==> run_1/sizing.png <==
Scale bar: 20 um.
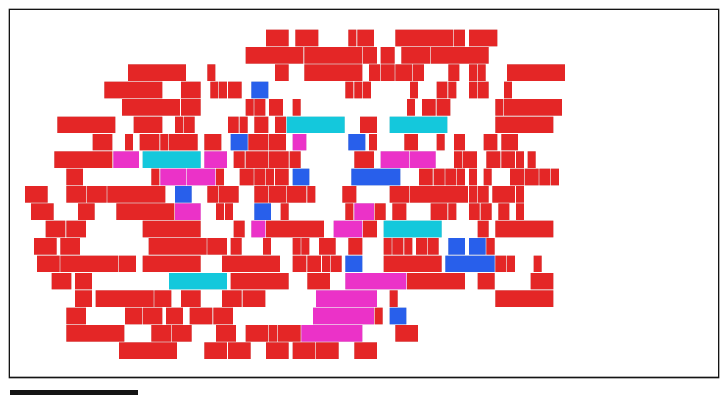
==> run_1/ff_map.png <==
Scale bar: 20 um. Other sequential cells in the stronger grey, the rest of the logic in the fainter grey.
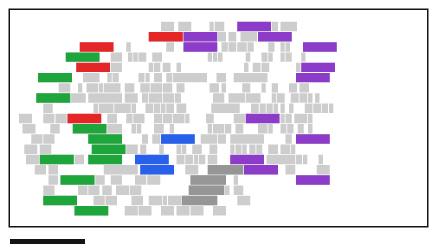
==> run_1/clock_wires.png <==
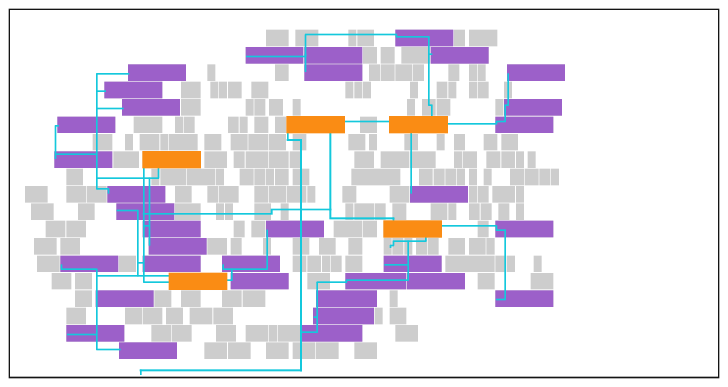
$ cat src/rtl/ps2_device_tx_pkg.sv
// Shared types and constants for the PS/2 device-side transmitter.
// Holds the FSM state type, frame geometry, default timing and the frame builder.
package ps2_device_tx_pkg;

    // Transmitter states, in the order a normal frame visits them
    typedef enum logic [2:0] {
        ST_IDLE,
        ST_WAIT_BUS,
        ST_SETUP,
        ST_CLK_LOW,
        ST_CLK_HIGH,
        ST_DONE,
        ST_ABORT
    } state_e;

    // start + 8 data + parity + stop
    localparam int FRAME_LEN = 11;

    // Defaults for a 50 MHz MCLK
    localparam int DEF_HALF_BIT  = 2000;
    localparam int DEF_IDLE_HOLD = 2500;
    localparam int DEF_GUARD     = 4;

    // Odd parity: the parity bit makes the count of ones over data+parity odd
    function automatic logic odd_parity(input logic [7:0] d);
        return ~^d;
    endfunction

    // Frame image as shifted out LSB first: start bit sits in bit 0
    function automatic logic [FRAME_LEN-1:0] build_frame(input logic [7:0] d);
        return {1'b1, odd_parity(d), d, 1'b0};
    endfunction

endpackage

$ cat src/rtl/ps2_device_tx_sync.sv
// Two-flop synchronizer for one raw PS/2 line; flops reset to 1 (released bus).
// Ports: clk_i, rst_i (async, active high), d_i raw level, q_o synchronized level.
module ps2_device_tx_sync (
    input  logic clk_i,
    input  logic rst_i,
    input  logic d_i,
    output logic q_o
);

    logic [1:0] sync_q;
    logic [1:0] sync_d;

    assign sync_d = {sync_q[0], d_i};

    always_ff @(posedge clk_i or posedge rst_i) begin
        if (rst_i) begin
            sync_q <= 2'b11;
        end else begin
            sync_q <= sync_d;
        end
    end

    assign q_o = sync_q[1];

endmodule

$ cat src/rtl/ps2_device_tx.sv
// PS/2 device-side (keyboard end) transmitter: takes bytes over valid/ready and
// sends 11-bit device-to-host frames, generating PS2C itself via open-collector enables.
// Ports: MCLK, reset (async high); tx_data/tx_valid/tx_ready byte handshake;
//        ps2c_in/ps2d_in raw line levels; ps2c_oe/ps2d_oe pull-low enables;
//        busy, tx_done (frame sent pulse), tx_abort (host inhibit pulse).
module ps2_device_tx
    import ps2_device_tx_pkg::*;
#(
    parameter int HALF_BIT  = DEF_HALF_BIT,
    parameter int IDLE_HOLD = DEF_IDLE_HOLD,
    parameter int GUARD     = DEF_GUARD
) (
    input  logic       MCLK,
    input  logic       reset,
    input  logic [7:0] tx_data,
    input  logic       tx_valid,
    output logic       tx_ready,
    input  logic       ps2c_in,
    input  logic       ps2d_in,
    output logic       ps2c_oe,
    output logic       ps2d_oe,
    output logic       busy,
    output logic       tx_done,
    output logic       tx_abort
);

    // One counter serves both the bus-idle hold and the per-phase timing,
    // since those never run at the same time.
    localparam int MAX_CNT = (IDLE_HOLD > HALF_BIT) ? IDLE_HOLD : HALF_BIT;
    localparam int CW      = $clog2(MAX_CNT + 1);

    localparam logic [CW-1:0] HOLD_END = CW'(IDLE_HOLD - 1);
    localparam logic [CW-1:0] LOW_END  = CW'(HALF_BIT - 1);
    localparam logic [CW-1:0] HIGH_END = CW'(HALF_BIT / 2 - 1);
    localparam logic [CW-1:0] GUARD_C  = CW'(GUARD);
    localparam logic [3:0]    LAST_BIT = 4'(FRAME_LEN - 1);

    state_e                 state_q, state_d;
    logic [CW-1:0]          cnt_q, cnt_d;
    logic [3:0]             bit_cnt_q, bit_cnt_d;
    logic [FRAME_LEN-1:0]   shift_q, shift_d;

    logic c_sync;
    logic d_sync;
    logic inhibit;

    ps2_device_tx_sync u_sync_c (
        .clk_i (MCLK),
        .rst_i (reset),
        .d_i   (ps2c_in),
        .q_o   (c_sync)
    );

    ps2_device_tx_sync u_sync_d (
        .clk_i (MCLK),
        .rst_i (reset),
        .d_i   (ps2d_in),
        .q_o   (d_sync)
    );

    // PS2C was just released at the start of SETUP/CLK_HIGH; wait out the
    // synchronizer latency before reading a low PS2C as the host inhibiting.
    assign inhibit = (cnt_q >= GUARD_C) && !c_sync;

    always_ff @(posedge MCLK or posedge reset) begin
        if (reset) begin
            state_q   <= ST_IDLE;
            cnt_q     <= '0;
            bit_cnt_q <= '0;
            shift_q   <= '0;
        end else begin
            state_q   <= state_d;
            cnt_q     <= cnt_d;
            bit_cnt_q <= bit_cnt_d;
            shift_q   <= shift_d;
        end
    end

    always_comb begin
        state_d   = state_q;
        cnt_d     = cnt_q;
        bit_cnt_d = bit_cnt_q;
        shift_d   = shift_q;

        case (state_q)
            ST_IDLE: begin
                if (tx_valid) begin
                    shift_d   = build_frame(tx_data);
                    bit_cnt_d = '0;
                    cnt_d     = '0;
                    state_d   = ST_WAIT_BUS;
                end
            end

            ST_WAIT_BUS: begin
                // Any low sample restarts the idle window; no abort here
                if (c_sync && d_sync) begin
                    if (cnt_q == HOLD_END) begin
                        cnt_d   = '0;
                        state_d = ST_SETUP;
                    end else begin
                        cnt_d = cnt_q + 1'b1;
                    end
                end else begin
                    cnt_d = '0;
                end
            end

            ST_SETUP: begin
                if (inhibit) begin
                    cnt_d   = '0;
                    state_d = ST_ABORT;
                end else if (cnt_q == HIGH_END) begin
                    cnt_d   = '0;
                    state_d = ST_CLK_LOW;
                end else begin
                    cnt_d = cnt_q + 1'b1;
                end
            end

            ST_CLK_LOW: begin
                if (cnt_q == LOW_END) begin
                    cnt_d   = '0;
                    state_d = ST_CLK_HIGH;
                end else begin
                    cnt_d = cnt_q + 1'b1;
                end
            end

            ST_CLK_HIGH: begin
                if (inhibit) begin
                    cnt_d   = '0;
                    state_d = ST_ABORT;
                end else if (cnt_q == HIGH_END) begin
                    cnt_d     = '0;
                    shift_d   = {1'b1, shift_q[FRAME_LEN-1:1]};
                    bit_cnt_d = bit_cnt_q + 4'd1;
                    state_d   = (bit_cnt_q == LAST_BIT) ? ST_DONE : ST_SETUP;
                end else begin
                    cnt_d = cnt_q + 1'b1;
                end
            end

            ST_DONE: begin
                shift_d   = '0;
                bit_cnt_d = '0;
                state_d   = ST_IDLE;
            end

            ST_ABORT: begin
                // The byte is dropped; the client decides whether to resend
                shift_d   = '0;
                bit_cnt_d = '0;
                cnt_d     = '0;
                state_d   = ST_IDLE;
            end

            default: begin
                cnt_d     = '0;
                bit_cnt_d = '0;
                shift_d   = '0;
                state_d   = ST_IDLE;
            end
        endcase
    end

    // Line enables decode straight from the state register so an async
    // reset releases the bus in the same cycle.
    always_comb begin
        tx_ready = 1'b0;
        busy     = 1'b1;
        ps2c_oe  = 1'b0;
        ps2d_oe  = 1'b0;
        tx_done  = 1'b0;
        tx_abort = 1'b0;

        case (state_q)
            ST_IDLE: begin
                tx_ready = 1'b1;
                busy     = 1'b0;
            end
            ST_SETUP: begin
                ps2d_oe = ~shift_q[0];
            end
            ST_CLK_LOW: begin
                ps2c_oe = 1'b1;
                ps2d_oe = ~shift_q[0];
            end
            ST_CLK_HIGH: begin
                ps2d_oe = ~shift_q[0];
            end
            ST_DONE: begin
                tx_done = 1'b1;
            end
            ST_ABORT: begin
                tx_abort = 1'b1;
            end
            default: begin
                busy = 1'b1;
            end
        endcase
    end

endmodule

$ cat config.mk
export PLATFORM = sky130hd
export DESIGN_NAME = ps2_device_tx
export DESIGN_NICKNAME = d
export VERILOG_FILES = /design/src/rtl/ps2_device_tx_pkg.sv /design/src/rtl/ps2_device_tx_sync.sv /design/src/rtl/ps2_device_tx.sv
export SDC_FILE = /design/constraint.sdc
export NUM_CORES = 1
export LEC_CHECK = 0
export ABC_AREA = 0
export CORE_ASPECT_RATIO = 0.5
export CORE_MARGIN = 2
export CORE_UTILIZATION = 35
export DETAILED_ROUTE_END_ITERATION = 10
export PLACE_DENSITY = 0.64
export REMOVE_ABC_BUFFERS = 1
export SLEW_MARGIN = 10
export SYNTH_ARGS = -nofsm -noshare
export SYNTH_HDL_FRONTEND = slang
export SYNTH_SLANG_ARGS = --single-unit
export TNS_END_PERCENT = 1
$ cat constraint.sdc
create_clock -name MCLK -period 2.4 [get_ports MCLK]
set_input_delay 0.36 -clock MCLK [delete_from_list [all_inputs] [get_ports MCLK]]
set_output_delay 0.36 -clock MCLK [all_outputs]
set_load 0.02 [all_outputs]
==> deck_impl_summary.md, run 1 <==
Implementation Results

Cells and area
  • Largest register FFs: 12
  • Post-layout util: ~44%
  • Largest class: multi-input combinational cells
  • Finished Cell Area: 0.00244 mm^2
  • Combinational share of cell area: around 43%
  • Antenna fix cells: 0
  • Top cell excl fill/tap: dfrtp_1
  • Largest registers: cnt_q (12), shift_q (11), bit_cnt_q (4)
  • Share of post-route cells with drive strength above 1: about an eighth
  • Nonclk buf count: 28
  • Layout fillers: between 500 and 600
  • Largest Register: cnt_q
  • Logic area: approximately 0.0011 mm^2

Worst setup path
  • Reg2Reg Launch Point: cnt_q[9]$_DFFE_PP0P_
  • Worst Path Buf+Inv: 2
  • Worst Setup SP: state_q[2]$_DFFE_PP0P_
  • Worst setup path end: tx_ready
  • R2R Setup Slk: a little under 300 ps
  • Worst setup path class: reg2out
  • RR Endpoint: shift_q[6]$_DFFE_PP0P_
  • Critical Path Start Type: flop
  • Crit-path max FO: 12
  • Critical path's slowest cell: clkdlybuf4s50_1
  • Largest stage delay, worst path: between 500 and 600 ps

Final timing
  • Final Max Slew Viols: 0
  • Final WS setup: around 150 ps
  • Final setup fails: 0
  • RSZ-0062 raised after global routing: no
  • Final worst-path cycle share: 93.7%
  • Fin Clk Skew: ~2.3 ps

Clock tree
  • CTS clock-pin slew for the worst setup and hold paths: 50 ps
  • CTS resizes: 0
  • Inserted Clock Buffers: 5
  • CTS tree: yes
  • CTS root buf: clkbuf_16

Logic synthesis
  • Post-Synth AOI/OAI Area: between 20 and 25%
  • Post-synth ARST share: 100%
  • Sequential area share after synthesis: 42.9%
  • Most frequent cell after synthesis: dfrtp_1
  • Mux frac, synth: around 2.7%
  • Synth Area in Simple Gates: a little under a quarter
  • Main area contributors: dfrtp_1 38%, dfstp_2 5.3%, nand2_1 4.5%
  • Synth flops: 34
  • Synth unique cells: between 40 and 50
  • Area leader share: between 30 and 40%

Power
  • Comb pwr: around 62 uW
  • Psw: between 200 and 250 uW
  • Switching part of the total power: between 15 and 20%
  • Pint: between 900 and 1000 uW
  • Sequential power: 582 uW
  • Pwr top: clock
  • Clock Power: a little under 600 uW
  • Clock Power Share: 47.7%
  • Leakage: about 0.0011 uW

Detailed routing
  • M1 WL: 2070 um
  • Total Routed Length: roughly 4300 um
  • # DRC: 0
  • Drt wl/cell: between 10 and 15 um
  • Post-route antenna net violation count: 0

Global routing
  • Gr ovfl total: 0
  • First-pass GRT wire length: between 7000 and 8000 um
  • Tot GR Track Use: 14.3%

Place
  • Placed insts: just over 300
  • Dpl cell area: roughly 0.0023 mm^2
  • Port Buffers: 18
  • Pre-CTS WS: between 200 and 300 ps

Min path
  • Hold path depth: 0
  • Hold Path Sink: u_sync_c.sync_q[1]$_DFF_PP1_

Run status
  • Status: finished, final reports clean

Floorplanning
  • Chip width: approximately 110 um
  • Area of the core: about 0.0055 mm^2
  • Die Ht: about 57 um
  • Row count: 19

Flow run
  • Tally of max-capacitance violations: 0
Notes on sizing.png above:
Key: x1 and smaller = red [cells 209, share 87%]; x3 and x4 = blue [cells 12, share 5.0%]; x6 and larger = cyan [cells 5, share 2.1%]; x2 = magenta [cells 15, share 6.2%]

Notes on ff_map.png above:
Key: `bit_cnt_q` = red [flops 4, where north-west]; `shift_q` = green [flops 11]; `cnt_q` = purple [flops 12]; `state_q` = blue [flops 3]

Notes on clock_wires.png above:
Key: clock wires = cyan [length 447 um]; clock-net drivers = orange [count 5]; flip-flops = purple [count 34]
There are 6 routed clock nets.

==> run 1 -> run 2 <==
--- a/config.mk
+++ b/config.mk
@@ -9,6 +9,7 @@
 export CORE_ASPECT_RATIO = 0.5
 export CORE_MARGIN = 2
 export CORE_UTILIZATION = 35
+export CTS_CLUSTER_DIAMETER = 100
 export DETAILED_ROUTE_END_ITERATION = 10
 export PLACE_DENSITY = 0.64
 export REMOVE_ABC_BUFFERS = 1
==> run_2/ff_map.png <==
Scale bar: 20 um. Other sequential cells in the stronger grey, the rest of the logic in the fainter grey.
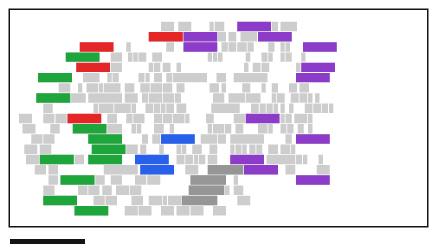
Key: `shift_q` = green [flops 11]; `cnt_q` = purple [flops 12]; `bit_cnt_q` = red [flops 4, where north-west]; `state_q` = blue [flops 3]
Another 4 sequential cells are not coloured.

==> run_2/clock_wires.png <==
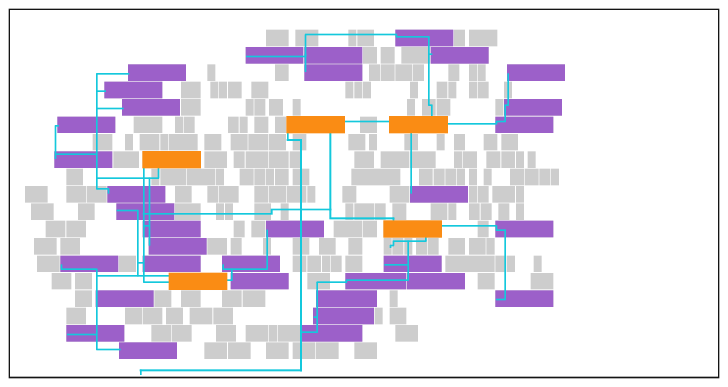
Key: flip-flops = purple [count 34]; clock-net drivers = orange [count 5]; clock wires = cyan [length 447 um]
There are 6 routed clock nets.

==> deck_impl_summary.md, run 2 <==
Implementation Results

Power
  • Comb pwr: 61.6 uW (about the same)
  • Leakage: 0.00106 uW (unchanged)
  • Clock Power Share: 47.7% (about the same)
  • Clock Power: 586 uW (about the same)
  • Switching part of the total power: 19.3% (unchanged)
  • Maximum vdd drop: approximately 260 uV
  • Psw: 237 uW (unchanged)
  • Sequential power: 582 uW (about the same)
  • Pwr top: clock
  • Pint: 992 uW (unchanged)

Clock tree
  • CTS root buf: clkbuf_16
  • CTS Sinks: 34
  • CTS clock-pin slew for the worst setup and hold paths: 50 ps (about the same)
  • Inserted Clock Buffers: 5 (unchanged)
  • CTS tree: yes
  • CTS resizes: 0 (unchanged)
  • Clock Latency Late Sink: around 270 ps
  • Post-CTS Setup Repair Bufs: 0

Cells and area
  • Layout fillers: 517 (unchanged)
  • Finished Cell Area: 0.00244 mm^2 (unchanged)
  • Post-layout util: 44.4% (unchanged)
  • Nets: approximately 260
  • Nonclk buf count: 28 (unchanged)
  • Final clock-cell share: 5.44%
  • Number of clock buffers in the layout: 7
  • Largest registers: cnt_q (12), shift_q (11), bit_cnt_q (4)
  • Combinational share of cell area: 43.3% (unchanged)
  • Top cell excl fill/tap: dfrtp_1
  • Share of post-route cells with drive strength above 1: 13.3% (unchanged)
  • Reg area: between 800 and 900 um^2
  • Largest class: multi-input combinational cells
  • Logic area: 0.00105 mm^2 (unchanged)
  • Largest register FFs: 12 (unchanged)
  • Synth-to-layout area growth: 22.1%
  • Antenna fix cells: 0 (unchanged)
  • Largest Register: cnt_q

Logic synthesis
  • Cell area after synthesis: 0.00200 mm^2
  • Main area contributors: dfrtp_1 38%, dfstp_2 5.3%, nand2_1 4.5%
  • Area leader share: 37.6% (unchanged)
  • Mapped Cells: 215
  • Synth Flop Type: dfrtp_1
  • Post-synth ARST share: 100% (unchanged)
  • Synth flops: 34 (unchanged)
  • Synth area leader: dfrtp_1
  • Synth unique cells: 49 (unchanged)
  • Mux frac, synth: 2.69% (unchanged)
  • Sequential area share after synthesis: 42.9% (unchanged)
  • Post-Synth AOI/OAI Area: 20.4% (unchanged)
  • Most frequent cell after synthesis: dfrtp_1
  • Synth Area in Simple Gates: 23.2% (unchanged)

Worst setup path
  • Worst setup path class: reg2out
  • Crit-path max FO: 12 (unchanged)
  • RR Endpoint: shift_q[6]$_DFFE_PP0P_
  • Worst Setup SP: state_q[2]$_DFFE_PP0P_
  • Worst Path Buf+Inv: 2 (unchanged)
  • Critical Path Start Type: flop
  • Worst setup path end: tx_ready
  • Critical path's slowest cell: clkdlybuf4s50_1
  • Largest stage delay, worst path: 590 ps (about the same)
  • CP arrival: about 1900 ps
  • Reg2Reg Launch Point: cnt_q[9]$_DFFE_PP0P_
  • Type of element capturing the critical path: primary output
  • Worst r2r path cells: 5
  • R2R Setup Slk: 290 ps (about the same)

Place
  • Dpl cell area: 0.00230 mm^2 (unchanged)
  • Pre-CTS WS: 293 ps (unchanged)
  • Port Buffers: 18 (unchanged)
  • Placed insts: 307 (unchanged)

Global routing
  • First-pass GRT wire length: 7310 um (unchanged)
  • Initial antenna violation count: 0
  • GRT Max-Usage Layer: met2
  • Met1 Usage GRT: 18.0%
  • Grt met2 use: 25.1%
  • Vias in the first global route: around 1,600
  • Tot GR Track Use: 14.3% (unchanged)
  • Gr ovfl total: 0 (unchanged)

Floorplanning
  • Row count: 19 (unchanged)
  • FP Util: 36.4%
  • Chip width: 111 um (unchanged)
  • Area of the core: 0.00549 mm^2 (unchanged)
  • Ports: 19
  • Die Ht: 57.4 um (unchanged)

Final timing
  • Final WS setup: 151 ps (unchanged)
  • RSZ-0062 raised after global routing: no
  • Final Max Slew Viols: 0 (unchanged)
  • Fmax: between 400 and 500 MHz
  • Final setup fails: 0 (unchanged)
  • Measured slew at the worst slew-check pin: 687 ps
  • Final worst-path cycle share: 93.7% (unchanged)
  • Fin Clk Skew: 2.33 ps (unchanged)
  • Fin. Hold Viols: 0

Min path
  • Hold Path Sink: u_sync_c.sync_q[1]$_DFF_PP1_
  • Hold Crit Class: reg2reg
  • Hold path depth: 0 (unchanged)

Detailed routing
  • M1 WL: 2070 um (unchanged)
  • Drt wl/cell: 13.8 um (unchanged)
  • Total Routed Length: 4340 um (unchanged)
  • Post-route antenna net violation count: 0 (unchanged)
  • Vias: 1,649
  • # DRC: 0 (unchanged)
  • DR vias/cell: 5.25

Flow run
  • Tally of max-capacitance violations: 0 (unchanged)

Run status
  • Status: finished, final reports clean
Power figures rest on the tool's default switching activity, not on a simulated workload.
